<file path="src/rtl/demux_2to4_l1_pkg.sv">
// Shared definitions for the Rx Layer-1 2-to-4 de-interleaver.
// Holds the phase-tracker state encoding, the default lane width and idle
// limit, and the helper that sizes the idle counter.
package demux_2to4_l1_pkg;

    // Phase tracker states. UNSYNC means no lane alignment. EVEN and ODD
    // name the phase slot that the *current* cycle's stream bytes belong to.
    typedef enum logic [1:0] {
        ST_UNSYNC = 2'b00,
        ST_EVEN   = 2'b01,
        ST_ODD    = 2'b10
    } demuxState_t;

    // Default byte width of each recovered lane.
    localparam int DEFAULT_WIDTH = 8;

    // Default number of consecutive fully idle cycles before a locked
    // stream pair gives up its alignment.
    localparam int DEFAULT_IDLE_LIMIT = 4;

    // Width needed for an idle counter to hold the value 'limit' itself.
    // Guarded so that a degenerate limit still yields a 1-bit counter.
    function automatic int idleCountWidth(input int limit);
        int width;
        width = $clog2(limit + 1);
        if (width < 1) begin
            width = 1;
        end
        return width;
    endfunction

endpackage

</file>
<file path="src/rtl/demux_2to4_l1_if.sv">
// Bundle of the de-interleaver's stream inputs and recovered lane outputs.
// The master side is the upstream serial-to-parallel stage (it drives the
// two interleaved streams and observes the lanes); the slave side is the
// de-interleaver itself.
interface demux_2to4_l1_if
    import demux_2to4_l1_pkg::*;
#(
    parameter int WIDTH = DEFAULT_WIDTH
);

    // Interleaved input streams: stream 1 carries lanes 0/1, stream 2
    // carries lanes 2/3, alternating every clk_2f cycle.
    logic [WIDTH-1:0] data_in1;
    logic             valid_in1;
    logic [WIDTH-1:0] data_in2;
    logic             valid_in2;

    // Recovered lanes, each with its own qualifier.
    logic [WIDTH-1:0] data_out0;
    logic [WIDTH-1:0] data_out1;
    logic [WIDTH-1:0] data_out2;
    logic [WIDTH-1:0] data_out3;
    logic             valid_out0;
    logic             valid_out1;
    logic             valid_out2;
    logic             valid_out3;

    // High while the shared phase tracker is locked.
    logic             aligned;

    modport master (
        output data_in1,
        output valid_in1,
        output data_in2,
        output valid_in2,
        input  data_out0,
        input  data_out1,
        input  data_out2,
        input  data_out3,
        input  valid_out0,
        input  valid_out1,
        input  valid_out2,
        input  valid_out3,
        input  aligned
    );

    modport slave (
        input  data_in1,
        input  valid_in1,
        input  data_in2,
        input  valid_in2,
        output data_out0,
        output data_out1,
        output data_out2,
        output data_out3,
        output valid_out0,
        output valid_out1,
        output valid_out2,
        output valid_out3,
        output aligned
    );

endinterface

</file>
<file path="src/rtl/demux_2to4_l1_demux_1to2_l1.sv">
// Per-stream half of the de-interleaver. Captures the even-phase and
// odd-phase bytes of one interleaved stream into holding registers and,
// when told to, moves the completed pair to the output registers in one
// step. All phase decisions are made by the parent; this block only obeys
// the capture and load strobes it is given.
module demux_1to2_l1
    import demux_2to4_l1_pkg::*;
#(
    parameter int WIDTH = DEFAULT_WIDTH
) (
    input  logic             clk_2f,
    input  logic             reset,
    input  logic [WIDTH-1:0] i_data,
    input  logic             i_valid,
    input  logic             i_captureEven,
    input  logic             i_captureOdd,
    input  logic             i_load,
    output logic [WIDTH-1:0] o_dataEven,
    output logic             o_validEven,
    output logic [WIDTH-1:0] o_dataOdd,
    output logic             o_validOdd
);

    // Holding pair. A byte that arrives without its valid is stored as zero
    // so that an unqualified lane can never leak stale bus contents.
    logic [WIDTH-1:0] r_evenData;
    logic             r_evenValid;
    logic [WIDTH-1:0] r_oddData;
    logic             r_oddValid;

    // Output registers, updated only on a load so both lanes of the pair
    // change together.
    logic [WIDTH-1:0] r_outEvenData;
    logic             r_outEvenValid;
    logic [WIDTH-1:0] r_outOddData;
    logic             r_outOddValid;

    // Masked view of the incoming byte, shared by both capture registers.
    logic [WIDTH-1:0] w_maskedData;

    assign w_maskedData = i_valid ? i_data : '0;

    // Even-phase holding register: the first byte of each lane pair.
    always_ff @(posedge clk_2f) begin
        if (reset) begin
            r_evenData  <= '0;
            r_evenValid <= 1'b0;
        end else if (i_captureEven) begin
            r_evenData  <= w_maskedData;
            r_evenValid <= i_valid;
        end
    end

    // Odd-phase holding register: the second byte of each lane pair.
    always_ff @(posedge clk_2f) begin
        if (reset) begin
            r_oddData  <= '0;
            r_oddValid <= 1'b0;
        end else if (i_captureOdd) begin
            r_oddData  <= w_maskedData;
            r_oddValid <= i_valid;
        end
    end

    // Output registers: present the completed pair, holding it until the
    // next load so downstream FIFOs see a steady half-rate word.
    always_ff @(posedge clk_2f) begin
        if (reset) begin
            r_outEvenData  <= '0;
            r_outEvenValid <= 1'b0;
            r_outOddData   <= '0;
            r_outOddValid  <= 1'b0;
        end else if (i_load) begin
            r_outEvenData  <= r_evenData;
            r_outEvenValid <= r_evenValid;
            r_outOddData   <= r_oddData;
            r_outOddValid  <= r_oddValid;
        end
    end

    assign o_dataEven  = r_outEvenData;
    assign o_validEven = r_outEvenValid;
    assign o_dataOdd   = r_outOddData;
    assign o_validOdd  = r_outOddValid;

endmodule

</file>
<file path="src/rtl/demux_2to4_l1.sv">
// Receive-side Layer-1 de-interleaver: the inverse of the Tx 4-to-2 mux.
// Two clk_2f streams, each alternating between two logical lanes, are split
// back into four byte lanes that update together once every two cycles.
// A single phase tracker serves both streams because the Tx side drives its
// two muxes from one clock and reset, so the streams are phase-locked.
module demux_2to4_l1
    import demux_2to4_l1_pkg::*;
#(
    parameter int WIDTH      = DEFAULT_WIDTH,
    parameter int IDLE_LIMIT = DEFAULT_IDLE_LIMIT
) (
    input  logic           clk_2f,
    input  logic           reset,
    demux_2to4_l1_if.slave bus
);

    localparam int CW = idleCountWidth(IDLE_LIMIT);

    // Counter value that, followed by one more idle cycle, reaches the limit.
    localparam logic [CW-1:0] IDLE_LAST = CW'(IDLE_LIMIT - 1);

    // Largest value the counter may ever hold; it saturates here.
    localparam logic [CW-1:0] IDLE_MAX = CW'(IDLE_LIMIT);

    demuxState_t   r_state;
    logic [CW-1:0] r_idleCount;
    logic          r_loadPending;
    logic          r_aligned;

    logic          w_anyValid;
    logic          w_captureEven;
    logic          w_captureOdd;
    demuxState_t   w_nextPhase;

    // Strobes for the per-stream halves, decoded from the tracker state.
    // The very first valid cycle seen while unsynchronised is by definition
    // the even slot, so it captures like an EVEN cycle. The load strobe is
    // the registered "odd slot just captured" flag, which lets the output
    // registers pick up the odd byte after it has settled in its holding
    // register.
    always_comb begin
        w_anyValid    = bus.valid_in1 | bus.valid_in2;
        w_captureEven = (r_state == ST_EVEN) ||
                        ((r_state == ST_UNSYNC) && w_anyValid);
        w_captureOdd  = (r_state == ST_ODD);
        w_nextPhase   = (r_state == ST_EVEN) ? ST_ODD : ST_EVEN;
    end

    // Phase tracker, idle watchdog and alignment flag. Once locked, the
    // phase alternates every cycle whether or not data is valid, mirroring
    // the Tx mux. Alignment is announced when the first completed pair is
    // presented, and withdrawn on the edge the idle run reaches the limit.
    // A valid on that same edge takes priority and keeps the lock.
    always_ff @(posedge clk_2f) begin
        if (reset) begin
            r_state       <= ST_UNSYNC;
            r_idleCount   <= '0;
            r_loadPending <= 1'b0;
            r_aligned     <= 1'b0;
        end else begin
            r_loadPending <= (r_state == ST_ODD);

            if (r_loadPending && (r_state != ST_UNSYNC)) begin
                r_aligned <= 1'b1;
            end

            case (r_state)
                ST_UNSYNC: begin
                    r_idleCount <= '0;
                    if (w_anyValid) begin
                        r_state <= ST_ODD;
                    end
                end

                ST_EVEN, ST_ODD: begin
                    if (w_anyValid) begin
                        r_idleCount <= '0;
                        r_state     <= w_nextPhase;
                    end else if (r_idleCount >= IDLE_LAST) begin
                        r_idleCount <= '0;
                        r_state     <= ST_UNSYNC;
                        r_aligned   <= 1'b0;
                    end else begin
                        if (r_idleCount < IDLE_MAX) begin
                            r_idleCount <= r_idleCount + CW'(1);
                        end
                        r_state <= w_nextPhase;
                    end
                end

                default: begin
                    r_idleCount <= '0;
                    r_state     <= ST_UNSYNC;
                    r_aligned   <= 1'b0;
                end
            endcase
        end
    end

    assign bus.aligned = r_aligned;

    // Stream 1 carries lanes 0 (even) and 1 (odd).
    demux_1to2_l1 #(
        .WIDTH(WIDTH)
    ) u_stream1 (
        .clk_2f       (clk_2f),
        .reset        (reset),
        .i_data       (bus.data_in1),
        .i_valid      (bus.valid_in1),
        .i_captureEven(w_captureEven),
        .i_captureOdd (w_captureOdd),
        .i_load       (r_loadPending),
        .o_dataEven   (bus.data_out0),
        .o_validEven  (bus.valid_out0),
        .o_dataOdd    (bus.data_out1),
        .o_validOdd   (bus.valid_out1)
    );

    // Stream 2 carries lanes 2 (even) and 3 (odd).
    demux_1to2_l1 #(
        .WIDTH(WIDTH)
    ) u_stream2 (
        .clk_2f       (clk_2f),
        .reset        (reset),
        .i_data       (bus.data_in2),
        .i_valid      (bus.valid_in2),
        .i_captureEven(w_captureEven),
        .i_captureOdd (w_captureOdd),
        .i_load       (r_loadPending),
        .o_dataEven   (bus.data_out2),
        .o_validEven  (bus.valid_out2),
        .o_dataOdd    (bus.data_out3),
        .o_validOdd   (bus.valid_out3)
    );

endmodule
</file>
<file path="src/flat_wrapper.sv">
// flat-port wrapper written by rule: the top's interface ports become plain ports
module demux_2to4_l1_flat import demux_2to4_l1_pkg::*;
#(
    parameter int WIDTH      = DEFAULT_WIDTH,
    parameter int IDLE_LIMIT = DEFAULT_IDLE_LIMIT
)
  (clk_2f, reset, bus_data_in1, bus_valid_in1, bus_data_in2, bus_valid_in2, bus_data_out0, bus_data_out1, bus_data_out2, bus_data_out3, bus_valid_out0, bus_valid_out1, bus_valid_out2, bus_valid_out3, bus_aligned);
  demux_2to4_l1_if #(.WIDTH(WIDTH)) bus_i ();
  input  logic clk_2f;
  input  logic reset;
  input wire logic [$bits(bus_i.data_in1)-1:0] bus_data_in1;
  input wire logic [$bits(bus_i.valid_in1)-1:0] bus_valid_in1;
  input wire logic [$bits(bus_i.data_in2)-1:0] bus_data_in2;
  input wire logic [$bits(bus_i.valid_in2)-1:0] bus_valid_in2;
  output wire logic [$bits(bus_i.data_out0)-1:0] bus_data_out0;
  output wire logic [$bits(bus_i.data_out1)-1:0] bus_data_out1;
  output wire logic [$bits(bus_i.data_out2)-1:0] bus_data_out2;
  output wire logic [$bits(bus_i.data_out3)-1:0] bus_data_out3;
  output wire logic [$bits(bus_i.valid_out0)-1:0] bus_valid_out0;
  output wire logic [$bits(bus_i.valid_out1)-1:0] bus_valid_out1;
  output wire logic [$bits(bus_i.valid_out2)-1:0] bus_valid_out2;
  output wire logic [$bits(bus_i.valid_out3)-1:0] bus_valid_out3;
  output wire logic [$bits(bus_i.aligned)-1:0] bus_aligned;
  assign bus_i.data_in1 = bus_data_in1;
  assign bus_i.valid_in1 = bus_valid_in1;
  assign bus_i.data_in2 = bus_data_in2;
  assign bus_i.valid_in2 = bus_valid_in2;
  assign bus_data_out0 = bus_i.data_out0;
  assign bus_data_out1 = bus_i.data_out1;
  assign bus_data_out2 = bus_i.data_out2;
  assign bus_data_out3 = bus_i.data_out3;
  assign bus_valid_out0 = bus_i.valid_out0;
  assign bus_valid_out1 = bus_i.valid_out1;
  assign bus_valid_out2 = bus_i.valid_out2;
  assign bus_valid_out3 = bus_i.valid_out3;
  assign bus_aligned = bus_i.aligned;
  demux_2to4_l1 #(.WIDTH(WIDTH), .IDLE_LIMIT(IDLE_LIMIT)) u_core (.clk_2f(clk_2f), .reset(reset), .bus(bus_i));
endmodule
</file>
<file path="config.mk">
export PLATFORM = sky130hd
export DESIGN_NAME = demux_2to4_l1_flat
export DESIGN_NICKNAME = d
export VERILOG_FILES = /design/src/rtl/demux_2to4_l1_pkg.sv /design/src/rtl/demux_2to4_l1_if.sv /design/src/rtl/demux_2to4_l1_demux_1to2_l1.sv /design/src/rtl/demux_2to4_l1.sv /design/src/flat_wrapper.sv
export SDC_FILE = /design/constraint.sdc
export NUM_CORES = 1
export LEC_CHECK = 0
export ABC_AREA = 0
export CAP_MARGIN = 20
export CORE_MARGIN = 8
export CORE_UTILIZATION = 41
export DETAILED_ROUTE_END_ITERATION = 7
export GPL_ROUTABILITY_DRIVEN = 0
export HOLD_SLACK_MARGIN = 0.05
export PLACE_DENSITY = 0.65
export SETUP_SLACK_MARGIN = 0.2
export SKIP_LAST_GASP = 1
export SYNTH_ARGS = -nofsm -noshare
export SYNTH_HDL_FRONTEND = slang
export SYNTH_SLANG_ARGS = --single-unit
</file>
<file path="constraint.sdc">
create_clock -name clk_2f -period 3.1 [get_ports clk_2f]
set_clock_uncertainty 0.1 [all_clocks]
set_input_delay 0.62 -clock clk_2f [delete_from_list [all_inputs] [get_ports clk_2f]]
set_output_delay 0.62 -clock clk_2f [all_outputs]
set_load 0.02 [all_outputs]
</file>
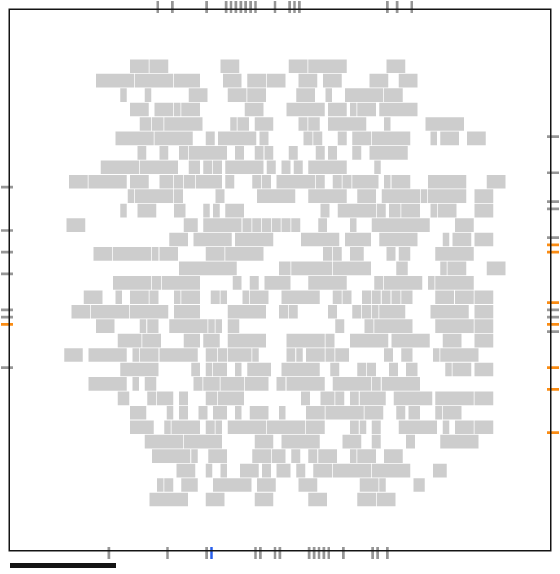
io_placement.png
The bar under the picture is 20 um long. Pins as bars across the die edge, other pins in gray.
[bus_valid_out0] blue | pins: 1 | direction: output | edge: south
[bus_data_out1] orange | pins: 8 | direction: output | edge: 7 east, 1 west
all pins by edge: 17 south, 17 north, 15 east, 8 west

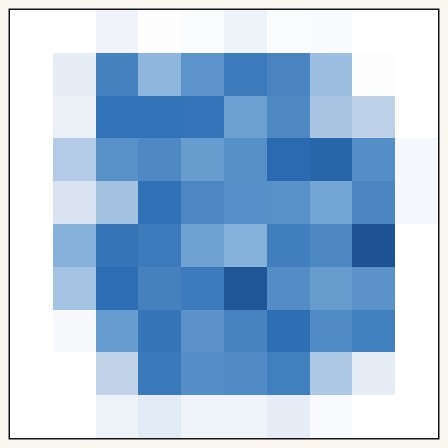
cell_density.png
10 x 10 tiles, from white (low) to dark blue (high), 0 to 100% covered.
mean over tiles: 36%
densest ninth of the die: center
fullest tile: 86%
nearly empty tiles: 25%

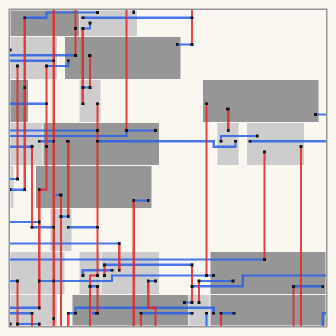
detail.png
Region (66, 66) to (86, 86) um. Cells in gray, sequential cells in the stronger gray; small squares are vias.
[metal 2] red
[metal 1] blue
netlist names of flops here include: u_core.u_stream2.o_dataEven (6)
cells with their middle in the window: 20
sequential cells in the window: 8
most frequent: dfxtp_1 (8), mux2i_1 (6), nor2_1 (5)

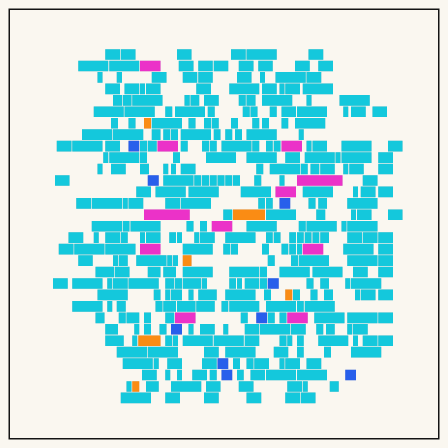
sizes.png
[_2 cells] orange | cells: 6 | share: 1.6%
[_3 and _4 cells] blue | cells: 9 | share: 2.4%
[_6 and larger] magenta | cells: 11 | share: 3.0%
[_0 and _1 cells] cyan | cells: 345 | share: 93%
Area Growth Syn to Fin: 27.1%
worst-case setup margin in the final layout: 1.06 ns
final standard cell area without fillers: 3830 um2
number of buffers other than clock buffers in the final layout: 63

[kinds of logic after synthesis]
logic type      after synthesis  share of synthesized area (%)
fa+ha+maj                     6                           2.49
flops                        79                           52.5
mux                          38                           12.6
buf+inv                      31                           4.90
compound gates               44                           8.14
simple gates                120                           19.3
[flip-flops by register name, summed over array words and instances, names as in the netlist, 2 cells and up]
name and cells:
u_core.r_state 2, u_core.u_stream1.o_dataOdd 8, u_core.u_stream1.o_dataEven 8, u_core.u_stream1.r_oddData 8
u_core.u_stream1.r_evenData 8, u_core.u_stream2.o_dataEven 8, u_core.r_idleCount 3, u_core.u_stream2.r_oddData 8
u_core.u_stream2.r_evenData 8, u_core.u_stream2.o_dataOdd 8
[per-layer routing]
layer	up-vias	part of all wire, %
li1	1192	-
met1	1121	45
met3	10	7.0
met2	55	46
met4	0	1.5
met5	-	0
==> reports/qor.rpt <==
STATUS
--------------------------------------------------------------------------------------
Status                                                                    complete, no violations

FINISH
--------------------------------------------------------------------------------------
Count of inverters not on the clock network in the layout                            5
Most frequently placed logic cell in the final layout                     sky130_fd_sc_hd__dfxtp_1
Net count reported at finish                                                       392
Number of clock buffers in the layout                                               10
Cell type taking the most area                                            flip-flops and latches
Filler-free cell count of the finished design                                      470
Fraction of area in registers                                                    41.3%
Multi-Input Combinational                                                          208
Combinational gate area                                                       1280 um2
Fin util                                                                         53.4%

DIE
--------------------------------------------------------------------------------------
Number of placed I/O pins                                                           57
Overall die width                                                               102 um
Core Util at FP                                                                  42.0%
Core outline area                                                             7180 um2

TIMING
--------------------------------------------------------------------------------------
Upper clock frequency limit                                                    489 MHz
Final critical-path share of the clock period                                    66.0%
Final critical-path required period                                            2.05 ns
Number of max-slew violations in the final report                                    0
Count of endpoints failing hold in the final timing report                           0
Setup violations, final                                                              0

POWER AND IR DROP
--------------------------------------------------------------------------------------
Clock network power consumption                                                 818 uW
Reported combinational group power                                              715 uW
Reported net switching power                                                    885 uW
Clock network power share                                                        29.6%

GLOBAL ROUTING
--------------------------------------------------------------------------------------
Global-route wire length before repair                                        11000 um
Initial antenna violation count                                                      0
GRT met3 Usage                                                                   4.40%

CTS
--------------------------------------------------------------------------------------
Number of levels the H-tree was split into                                           3
Number of hold-repair buffers added at the cts stage                                 0
Clock slew at the register clock pins of the worst setup and hold paths        0.07 ns

SYNTH
--------------------------------------------------------------------------------------
Cell taking the most area after synthesis                                 sky130_fd_sc_hd__dfxtp_1
Cell with the most instances after synthesis                              sky130_fd_sc_hd__dfxtp_1
Area figure in the yosys stat output                                          3010 um2
Ys cells                                                                           318
Synthesized instance count                                                         318

ROUTING
--------------------------------------------------------------------------------------
Routed WL                                                                      6840 um
DRC                                                                                  0

CRITICAL PATH
--------------------------------------------------------------------------------------
Critical register-to-register path startpoint                             u_core.r_state[1]
Worst path arrival time                                                        1.32 ns
Number of cells on the worst reg-to-reg path                                         5
Largest fanout on the critical path                                                  2
Critical Path, Cell by Cell                                               clkdlybuf4s50_1
Type of element capturing the critical path                               primary output
Crit. path cell count                                                                1
CP max stage cell                                                         sky130_fd_sc_hd__clkdlybuf4s50_1

WORST HOLD PATH
--------------------------------------------------------------------------------------
Path category of the worst min-delay check                                flop to flop

PLACED DESIGN
--------------------------------------------------------------------------------------
Worst setup slack before clock tree synthesis                                 0.600 ns

Power figures rest on the tool's default switching activity, not on a simulated workload.
